### Power grid, run 1

Pins as bars on the die edge.
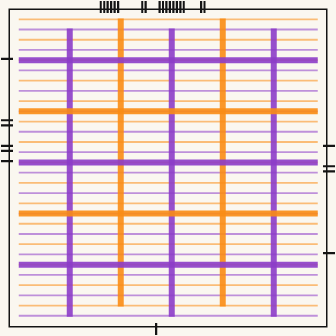
### Cells colored by class, run 1

Bar = 20 um.
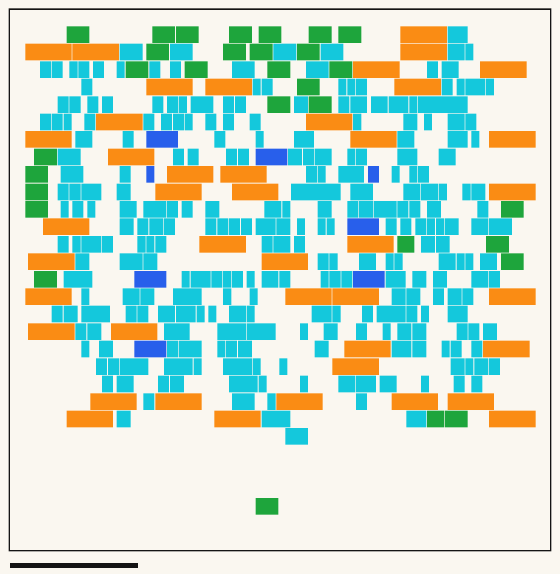
### Routed clock nets over the placement, run 1

Bar = 20 um.
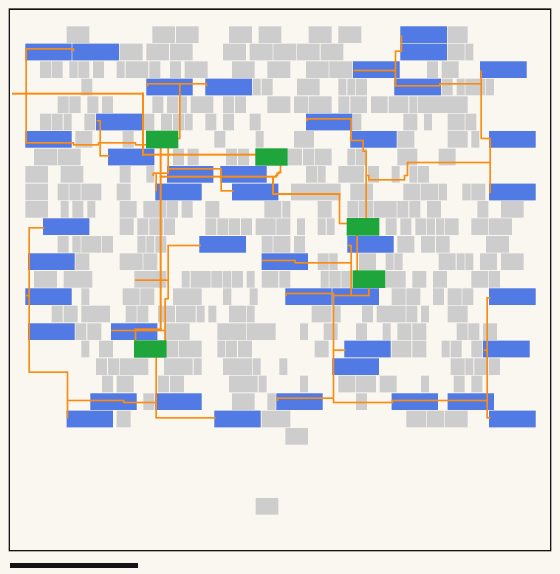
===== src/rtl/tag_uart_pkg.sv =====
// Shared types and framing constants for the TAG UART transmit path.
package tag_uart_pkg;

    typedef enum logic [0:0] {
        ARB_IDLE = 1'b0,
        ARB_LOCK = 1'b1
    } arb_state_t;

    typedef enum logic [1:0] {
        SER_IDLE  = 2'd0,
        SER_START = 2'd1,
        SER_DATA  = 2'd2,
        SER_STOP  = 2'd3
    } ser_state_t;

    localparam int   FRAME_BITS = 10;
    localparam int   DATA_BITS  = 8;
    localparam logic START_BIT  = 1'b0;
    localparam logic STOP_BIT   = 1'b1;

endpackage


===== src/rtl/uart_tx_arbiter_if.sv =====
// Byte-stream handshake for the two requesters sharing the UART transmit line.
interface uart_tx_arbiter_if;

    logic [7:0] req0_data;
    logic       req0_valid;
    logic       req0_last;
    logic       req0_ready;
    logic [7:0] req1_data;
    logic       req1_valid;
    logic       req1_last;
    logic       req1_ready;

    modport master (
        output req0_data, req0_valid, req0_last,
        input  req0_ready,
        output req1_data, req1_valid, req1_last,
        input  req1_ready
    );

    modport slave (
        input  req0_data, req0_valid, req0_last,
        output req0_ready,
        input  req1_data, req1_valid, req1_last,
        output req1_ready
    );

endinterface


===== src/rtl/uart_tx_serializer.sv =====
// 8N1 serializer: latches a byte on load and shifts start, data (LSB first), stop.
module uart_tx_serializer
    import tag_uart_pkg::*;
#(
    parameter int CLKS_PER_BIT = 434
) (
    input  logic       clk_clk,
    input  logic       reset_reset_n,
    input  logic       load,
    input  logic [7:0] din,
    output logic       tx,
    output logic       idle
);

    localparam int BAUD_W = (CLKS_PER_BIT > 1) ? $clog2(CLKS_PER_BIT) : 1;
    localparam logic [BAUD_W-1:0] BAUD_LAST = BAUD_W'(CLKS_PER_BIT - 1);
    localparam logic [2:0]        BIT_LAST  = 3'(DATA_BITS - 1);

    ser_state_t        state_reg;
    logic [BAUD_W-1:0] baud_reg;
    logic [2:0]        bit_idx_reg;
    logic [7:0]        shift_reg;
    logic              tx_reg;
    logic              bit_done;

    assign bit_done = (baud_reg == BAUD_LAST);
    assign tx       = tx_reg;
    assign idle     = (state_reg == SER_IDLE);

    // tx_reg is loaded one bit ahead so each bit appears exactly at its period boundary
    always_ff @(posedge clk_clk) begin
        if (!reset_reset_n) begin
            state_reg   <= SER_IDLE;
            baud_reg    <= '0;
            bit_idx_reg <= '0;
            shift_reg   <= '0;
            tx_reg      <= STOP_BIT;
        end else begin
            case (state_reg)
                SER_IDLE: begin
                    if (load) begin
                        shift_reg <= din;
                        tx_reg    <= START_BIT;
                        baud_reg  <= '0;
                        state_reg <= SER_START;
                    end
                end
                SER_START: begin
                    if (bit_done) begin
                        baud_reg    <= '0;
                        bit_idx_reg <= '0;
                        tx_reg      <= shift_reg[0];
                        shift_reg   <= shift_reg >> 1;
                        state_reg   <= SER_DATA;
                    end else begin
                        baud_reg <= baud_reg + 1'b1;
                    end
                end
                SER_DATA: begin
                    if (bit_done) begin
                        baud_reg <= '0;
                        if (bit_idx_reg == BIT_LAST) begin
                            tx_reg    <= STOP_BIT;
                            state_reg <= SER_STOP;
                        end else begin
                            bit_idx_reg <= bit_idx_reg + 1'b1;
                            tx_reg      <= shift_reg[0];
                            shift_reg   <= shift_reg >> 1;
                        end
                    end else begin
                        baud_reg <= baud_reg + 1'b1;
                    end
                end
                SER_STOP: begin
                    if (bit_done) begin
                        baud_reg  <= '0;
                        state_reg <= SER_IDLE;
                    end else begin
                        baud_reg <= baud_reg + 1'b1;
                    end
                end
                default: state_reg <= SER_IDLE;
            endcase
        end
    end

endmodule


===== src/rtl/uart_tx_arbiter.sv =====
// Packet-granular round-robin arbiter sharing one UART transmit line between two byte streams.
module uart_tx_arbiter
    import tag_uart_pkg::*;
#(
    parameter int CLKS_PER_BIT = 434,
    parameter int IDLE_TIMEOUT = 65535
) (
    input  logic                     clk_clk,
    input  logic                     reset_reset_n,
    uart_tx_arbiter_if.slave         req,
    output logic                     uart_TXD,
    output logic [1:0]               grant,
    output logic                     busy,
    output logic                     timeout_pulse
);

    localparam int IDLE_W = $clog2(IDLE_TIMEOUT + 1);
    localparam logic [IDLE_W-1:0] IDLE_LIMIT = IDLE_W'(IDLE_TIMEOUT);

    arb_state_t        arb_state_reg, arb_state_next;
    logic              owner_reg, owner_next;
    logic              last_served_reg, last_served_next;
    logic [IDLE_W-1:0] idle_cnt_reg, idle_cnt_next;

    logic       ser_idle;
    logic       locked;
    logic       timed_out;
    logic       owner_open;
    logic       owner_valid;
    logic       owner_last;
    logic [7:0] owner_data;
    logic       accept;

    assign locked    = (arb_state_reg == ARB_LOCK);
    assign timed_out = locked && (idle_cnt_reg == IDLE_LIMIT);
    // Owner may hand over a byte; built from registers only, and closed on the timeout cycle
    assign owner_open = locked && ser_idle && !timed_out;

    assign owner_valid = owner_reg ? req.req1_valid : req.req0_valid;
    assign owner_last  = owner_reg ? req.req1_last  : req.req0_last;
    assign owner_data  = owner_reg ? req.req1_data  : req.req0_data;
    assign accept      = owner_open && owner_valid;

    assign req.req0_ready = owner_open && !owner_reg;
    assign req.req1_ready = owner_open &&  owner_reg;

    generate
        for (genvar gi = 0; gi < 2; gi++) begin : g_grant
            assign grant[gi] = locked && (owner_reg == 1'(gi));
        end
    endgenerate

    assign busy          = !ser_idle;
    assign timeout_pulse = timed_out;

    always_comb begin
        arb_state_next   = arb_state_reg;
        owner_next       = owner_reg;
        last_served_next = last_served_reg;
        idle_cnt_next    = idle_cnt_reg;
        case (arb_state_reg)
            ARB_IDLE: begin
                if (req.req0_valid || req.req1_valid) begin
                    arb_state_next = ARB_LOCK;
                    owner_next     = (req.req0_valid && req.req1_valid) ? !last_served_reg
                                                                         : req.req1_valid;
                    idle_cnt_next  = '0;
                end
            end
            ARB_LOCK: begin
                if (timed_out) begin
                    arb_state_next   = ARB_IDLE;
                    last_served_next = owner_reg;
                end else if (accept) begin
                    idle_cnt_next = '0;
                    if (owner_last) begin
                        arb_state_next   = ARB_IDLE;
                        last_served_next = owner_reg;
                    end
                end else if (ser_idle && !owner_valid && (idle_cnt_reg != IDLE_LIMIT)) begin
                    idle_cnt_next = idle_cnt_reg + 1'b1;
                end
            end
            default: arb_state_next = ARB_IDLE;
        endcase
    end

    always_ff @(posedge clk_clk) begin
        if (!reset_reset_n) begin
            arb_state_reg   <= ARB_IDLE;
            owner_reg       <= 1'b0;
            last_served_reg <= 1'b1;
            idle_cnt_reg    <= '0;
        end else begin
            arb_state_reg   <= arb_state_next;
            owner_reg       <= owner_next;
            last_served_reg <= last_served_next;
            idle_cnt_reg    <= idle_cnt_next;
        end
    end

    uart_tx_serializer #(
        .CLKS_PER_BIT (CLKS_PER_BIT)
    ) u_serializer (
        .clk_clk       (clk_clk),
        .reset_reset_n (reset_reset_n),
        .load          (accept),
        .din           (owner_data),
        .tx            (uart_TXD),
        .idle          (ser_idle)
    );

endmodule


===== src/flat_wrapper.sv =====
// flat-port wrapper written by rule: the top's interface ports become plain ports
module uart_tx_arbiter_flat import tag_uart_pkg::*;
#(
    parameter int CLKS_PER_BIT = 434,
    parameter int IDLE_TIMEOUT = 65535
)
  (clk_clk, reset_reset_n, uart_TXD, grant, busy, timeout_pulse, req_req0_data, req_req0_valid, req_req0_last, req_req0_ready, req_req1_data, req_req1_valid, req_req1_last, req_req1_ready);
  uart_tx_arbiter_if req_i ();
  input  logic clk_clk;
  input  logic reset_reset_n;
  output logic uart_TXD;
  output logic [1:0] grant;
  output logic busy;
  output logic timeout_pulse;
  input wire logic [$bits(req_i.req0_data)-1:0] req_req0_data;
  input wire logic [$bits(req_i.req0_valid)-1:0] req_req0_valid;
  input wire logic [$bits(req_i.req0_last)-1:0] req_req0_last;
  output wire logic [$bits(req_i.req0_ready)-1:0] req_req0_ready;
  input wire logic [$bits(req_i.req1_data)-1:0] req_req1_data;
  input wire logic [$bits(req_i.req1_valid)-1:0] req_req1_valid;
  input wire logic [$bits(req_i.req1_last)-1:0] req_req1_last;
  output wire logic [$bits(req_i.req1_ready)-1:0] req_req1_ready;
  assign req_i.req0_data = req_req0_data;
  assign req_i.req0_valid = req_req0_valid;
  assign req_i.req0_last = req_req0_last;
  assign req_req0_ready = req_i.req0_ready;
  assign req_i.req1_data = req_req1_data;
  assign req_i.req1_valid = req_req1_valid;
  assign req_i.req1_last = req_req1_last;
  assign req_req1_ready = req_i.req1_ready;
  uart_tx_arbiter #(.CLKS_PER_BIT(CLKS_PER_BIT), .IDLE_TIMEOUT(IDLE_TIMEOUT)) u_core (.clk_clk(clk_clk), .reset_reset_n(reset_reset_n), .req(req_i), .uart_TXD(uart_TXD), .grant(grant), .busy(busy), .timeout_pulse(timeout_pulse));
endmodule

===== config.mk =====
export PLATFORM = sky130hd
export DESIGN_NAME = uart_tx_arbiter_flat
export DESIGN_NICKNAME = d
export VERILOG_FILES = /design/src/rtl/tag_uart_pkg.sv /design/src/rtl/uart_tx_arbiter_if.sv /design/src/rtl/uart_tx_serializer.sv /design/src/rtl/uart_tx_arbiter.sv /design/src/flat_wrapper.sv
export SDC_FILE = /design/constraint.sdc
export NUM_CORES = 1
export LEC_CHECK = 0
export ABC_CLOCK_PERIOD_IN_PS = 4200
export CAP_MARGIN = 10
export CORE_MARGIN = 2
export CORE_UTILIZATION = 40
export CTS_CLUSTER_SIZE = 24
export DETAILED_ROUTE_END_ITERATION = 10
export GPL_ROUTABILITY_DRIVEN = 0
export PLACE_DENSITY = 0.68
export SYNTH_ARGS = -nofsm -noshare
export SYNTH_HDL_FRONTEND = slang
export SYNTH_SLANG_ARGS = --single-unit

===== constraint.sdc =====
create_clock -name clk_clk -period 4.2 [get_ports clk_clk]
set_input_delay 0.42 -clock clk_clk [delete_from_list [all_inputs] [get_ports clk_clk]]
set_output_delay 0.42 -clock clk_clk [all_outputs]
set_load 0.02 [all_outputs]

==> impl_metrics.env, run 1 <==
# flow metrics
export IMPL_fin_crit_sh=0.7046
export IMPL_n_antenna_cell=0
export IMPL_postRouteAntennaNets=0
export IMPL_critical_path_buf_inv_count=1
export IMPL_relSlewSlack=0.3710
export IMPL_holdCritPathClass="flop to flop"
export IMPL_dpl_hpwl_um=4479
export IMPL_synth_flop_count=42
export IMPL_async_flop_share=0
export IMPL_placed_area_sq_um=2893
export IMPL_fmax_mhz=337.9
export IMPL_startpoint_type="flop"
export IMPL_yosys_cells=327
export IMPL_routedWlPerCell_um=14.50
export IMPL_cts_root_buf="clkbuf_8"
export IMPL_dp_cells=419
export IMPL_grt_max_degree=25
export IMPL_crit_chain="ha_1 -> nand4_1 -> or4_1 -> and3_1 -> clkdlybuf4s50_1"
export IMPL_dr_pass1_iters=5
export IMPL_ys_seq_frac=0.3278
export IMPL_clock_sinks=42
export IMPL_flop_area_sq_um=840.8
export IMPL_cp_max_fo=9
export IMPL_powerDensity_nw_per_um2=427.6
export IMPL_setup_tns_ns=0
export IMPL_cts_tree="built"
export IMPL_outcome="finished, final reports clean"
export IMPL_flop_cell="dfxtp_1"
export IMPL_viasPerCell=5.822
export IMPL_crit_path_end_kind="output port"
export IMPL_htreeDepth=2
export IMPL_p_leak_uw=0.0009615
Notes on 'Power grid' above:
VDD: drawn in orange. VSS: drawn in purple.
29 signal pins sit on the boundary. 5 straps on met5. 5 straps on met4.
Die Y-Extent: 84.08 um
core area: 6277 sq um

Notes on 'Cells colored by class' above:
clock drivers and dummy loads: drawn in blue, cells 8. all other logic: drawn in cyan, cells 270. flip-flops: drawn in orange, cells 42. other buffers and delay cells: drawn in green, cells 30.
row count: 29
flop share of the area: 0.2818
design area: 2984 sq um

Notes on 'Routed clock nets over the placement' above:
flip-flops: drawn in blue, count 42. cells driving clock nets: drawn in green, count 5. clock wires: drawn in orange, length 554 um.
Position of the flops: spread over the die. There are 6 routed clock nets.
clock share of power: 0.213
Clock Latency Late Sink: 0.29 ns

==> run 1: logic make-up after synthesis <==
kind of cell,count (synthesis),synth area share
AOI/OAI and AO/OA,99,0.2351
xor gates and xnor gates,5,0.01707
adders and majority gates,10,0.04878
buffers and inverters,26,0.04098
DFF,42,0.3278
muxes,13,0.05122
and+or+nand+nor,132,0.2790
==> run 1: metal layers <==
metal	track usage	part of all wire
met5	0	0
met1	0.2444	0.47
met4	0.04839	0.011
met3	0.02967	0.027
met2	0.3102	0.49
==> run 1: power breakdown <==
part           total [uW]  leakage, uW  switching, uW  internal (uW)
combinational         528     0.000573            339            189
sequential            477     0.000340           34.3            442
clock                 272    0.0000482            139            133
==> run 1: stage by stage <==
stage,utilization,setup slack (ns)
6_report,0.4754,1.241
5_1_grt,0.4754,1.116
4_1_cts,0.4754,1.227
3_5_place_dp,0.4608,1.516
3_3_place_gp,0.4608,1.628
2_1_floorplan,-,2.005
==> run 1: path summary, 6_finish.rpt <==
kind	start	endpoint	slack, ns	cells after the start
max	u_core.idle_cnt_reg[0]$_SDFFE_PN0P_	req_req1_ready	1.24	5
min	u_core.u_serializer.shift_reg[5]$_SDFFE_PN0P_	u_core.u_serializer.shift_reg[5]$_SDFFE_PN0P_	0.48	2
max reg2reg	u_core.idle_cnt_reg[0]$_SDFFE_PN0P_	u_core.idle_cnt_reg[4]$_SDFFE_PN0P_	1.48	6
min reg2reg	u_core.u_serializer.shift_reg[5]$_SDFFE_PN0P_	u_core.u_serializer.shift_reg[5]$_SDFFE_PN0P_	0.48	2
==> run 1: final cells by class <==
| class | count | area share |
|---|---|---|
| inverters | 11 | 0.01384 |
| clock buffers | 7 | 0.02893 |
| multi-input cells | 259 | 0.5426 |
| clock inverters | 1 | 0.001677 |
| well taps | 77 | 0.03229 |
| flip-flops and latches | 42 | 0.2818 |
| repair buffers | 30 | 0.09895 |
==> run 1: layout by cell type, fill, tap and decap left out, types with 4 or more instances in the layout <==
cell type / netlist / final
nand2_1: 32 / 32
clkdlybuf4s50_1: 0 / 28
mux2i_1: 12 / 12
nor3_1: 7 / 7
or4_1: 7 / 7
and2_1: 5 / 5
inv_1: 11 / 11
clkbuf_8: 0 / 6
ha_1: 10 / 10
nand3_1: 20 / 20
and3_1: 4 / 4
o21ai_0: 32 / 32
or3_1: 7 / 7
dfxtp_1: 42 / 42
a21oi_1: 34 / 34
o211ai_1: 5 / 5
nand4_1: 9 / 9
nor4_1: 4 / 4
nor2_1: 20 / 20
xnor2_1: 5 / 5
==> run 1: tightest hold or removal path, stage by stage (launching register included) <==
cell     delay, ns
dfxtp_1       0.31
o21ai_0       0.06
a21oi_1       0.06
### Clock routing, run 1

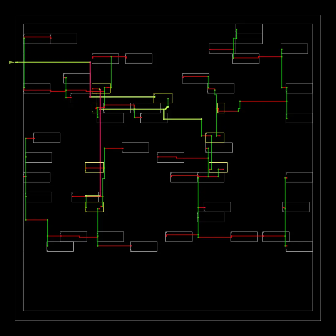

==> run 2, diff against run 1 <==
ABC_CLOCK_PERIOD_IN_PS = 2800   (was 4200)
clock period = 2.8 ns   (was 4.2 ns; I/O delays follow)
### Clock routing, run 2

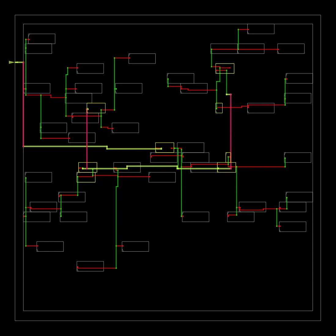
clk_buf instances: 7
Clock Skews: 0.003887 ns

==> impl_metrics.env, run 2 <==
# flow metrics
export IMPL_htreeDepth=2
export IMPL_routedWlPerCell_um=14.38
export IMPL_grt_max_degree=24
export IMPL_r2r_setup_slack_ns=0.40
export IMPL_flop_area_sq_um=840.8
export IMPL_crit_path_end_kind="output port"
export IMPL_r2r_end="u_core.u_serializer.baud_reg[3]$_SDFFE_PN0N_"
export IMPL_clock_sinks=42
export IMPL_final_common_cell="dfxtp_1"
export IMPL_dp_cells=426
export IMPL_endpoint="req_req1_ready"
export IMPL_powerDensity_nw_per_um2=645.4
export IMPL_dr_pass1_iters=4
export IMPL_p_leak_uw=0.0009952
export IMPL_timing_rr_start="u_core.idle_cnt_reg[0]$_SDFFE_PN0P_"
export IMPL_cts_tree="built"
export IMPL_reg2reg_depth=8
export IMPL_postRouteAntennaNets=0
export IMPL_rows=29
export IMPL_cts_root_buf="clkbuf_8"
export IMPL_die_y_um=84.08
export IMPL_ys_seq_frac=0.3278
export IMPL_outcome="finished, final reports clean"
export IMPL_dpl_hpwl_um=4612
export IMPL_viasPerCell=5.749
export IMPL_core_area_sq_um=6277
export IMPL_async_flop_share=0
export IMPL_setup_tns_ns=0
export IMPL_fmax_mhz=377.4
export IMPL_fin_crit_sh=0.9462
[run 2: cell counts after synthesis]
No cell type changed its count.
[run 2: cell families (layout without fill, tap and decap cells)]
kind of cell	Yosys count	after routing	share of synthesized area
and+or+nand+nor	132	132	0.2790
AOI/OAI and AO/OA	99	99	0.2351
DFF	42	42	0.3278
buffers and inverters	26	56	0.04098
muxes	13	13	0.05122
adders and majority gates	10	10	0.04878
xor gates and xnor gates	5	5	0.01707
[run 2: report_power, final]
part	switching, uW	internal (uW)
clock network	213	199
logic	530	313
registers	45.5	663
total	789	1180
[run 2: worst min-delay path by stage]
stage | to | slack, ns | startpoint | cells past startpoint
3_5_place_dp | u_core.u_serializer.shift_reg[7]$_SDFFE_PN0P_ | 0.47 | u_core.u_serializer.shift_reg[7]$_SDFFE_PN0P_ | 2
3_3_place_gp | u_core.u_serializer.bit_idx_reg[2]$_SDFFE_PN0P_ | 0.46 | u_core.u_serializer.bit_idx_reg[2]$_SDFFE_PN0P_ | 2
4_1_cts | u_core.u_serializer.shift_reg[7]$_SDFFE_PN0P_ | 0.48 | u_core.u_serializer.shift_reg[7]$_SDFFE_PN0P_ | 2
5_1_grt | u_core.u_serializer.shift_reg[1]$_SDFFE_PN0P_ | 0.50 | u_core.u_serializer.shift_reg[1]$_SDFFE_PN0P_ | 2
2_1_floorplan | u_core.u_serializer.shift_reg[7]$_SDFFE_PN0P_ | 0.45 | u_core.u_serializer.shift_reg[7]$_SDFFE_PN0P_ | 2
6_report | u_core.u_serializer.bit_idx_reg[1]$_SDFFE_PN0P_ | 0.48 | u_core.u_serializer.bit_idx_reg[1]$_SDFFE_PN0P_ | 2
[run 2: what timing repair did]
item,CTS,global route
gates resized,0,1
setup endpoints to repair,0,1
hold endpoints to repair,0,0
[run 2: critical path, stage by stage, from the launching register on]
cell             delay [ns]
dfxtp_1                0.38
ha_1                   0.31
nand4_1                0.14
or4_1                  0.48
and3_1                 0.22
clkdlybuf4s50_1        0.53
[run 2: layer usage]
layer | vias to the layer above | wire length (um) | global-route usage
li1 | 1268 | - | -
met1 | 1149 | 2858 | 0.2428
met2 | 70 | 2996 | 0.3110
met3 | 8 | 298 | 0.03561
met4 | 0 | 89 | 0.04985
met5 | - | 0 | 0
[run 2: layout make-up]
cell class,instances,share of cell area
tap,77,0.03166
multi-input combinational,259,0.5341
sequential,42,0.2763
clock inverter,1,0.001645
timing repair buffer,37,0.1143
inverter,11,0.01357
clock buffer,7,0.02837
[run 2: stage by stage]
stage            util  hold slack [ns]  total power (uW)  setup slack (ns)  instance area, sq um
2_1_floorplan       -           0.4498              1296            0.6047                  2565
3_3_place_gp   0.4692           0.4601              1556            0.4648                  2945
3_5_place_dp   0.4692           0.4692              1561            0.4159                  2945
4_1_cts        0.4838           0.4807              1970            0.1099                  3037
5_1_grt        0.4848           0.4965              2101           0.03091                  3043
6_report       0.4848           0.4784              1964            0.1505                  3043
Power and IR drop assume default switching activity.
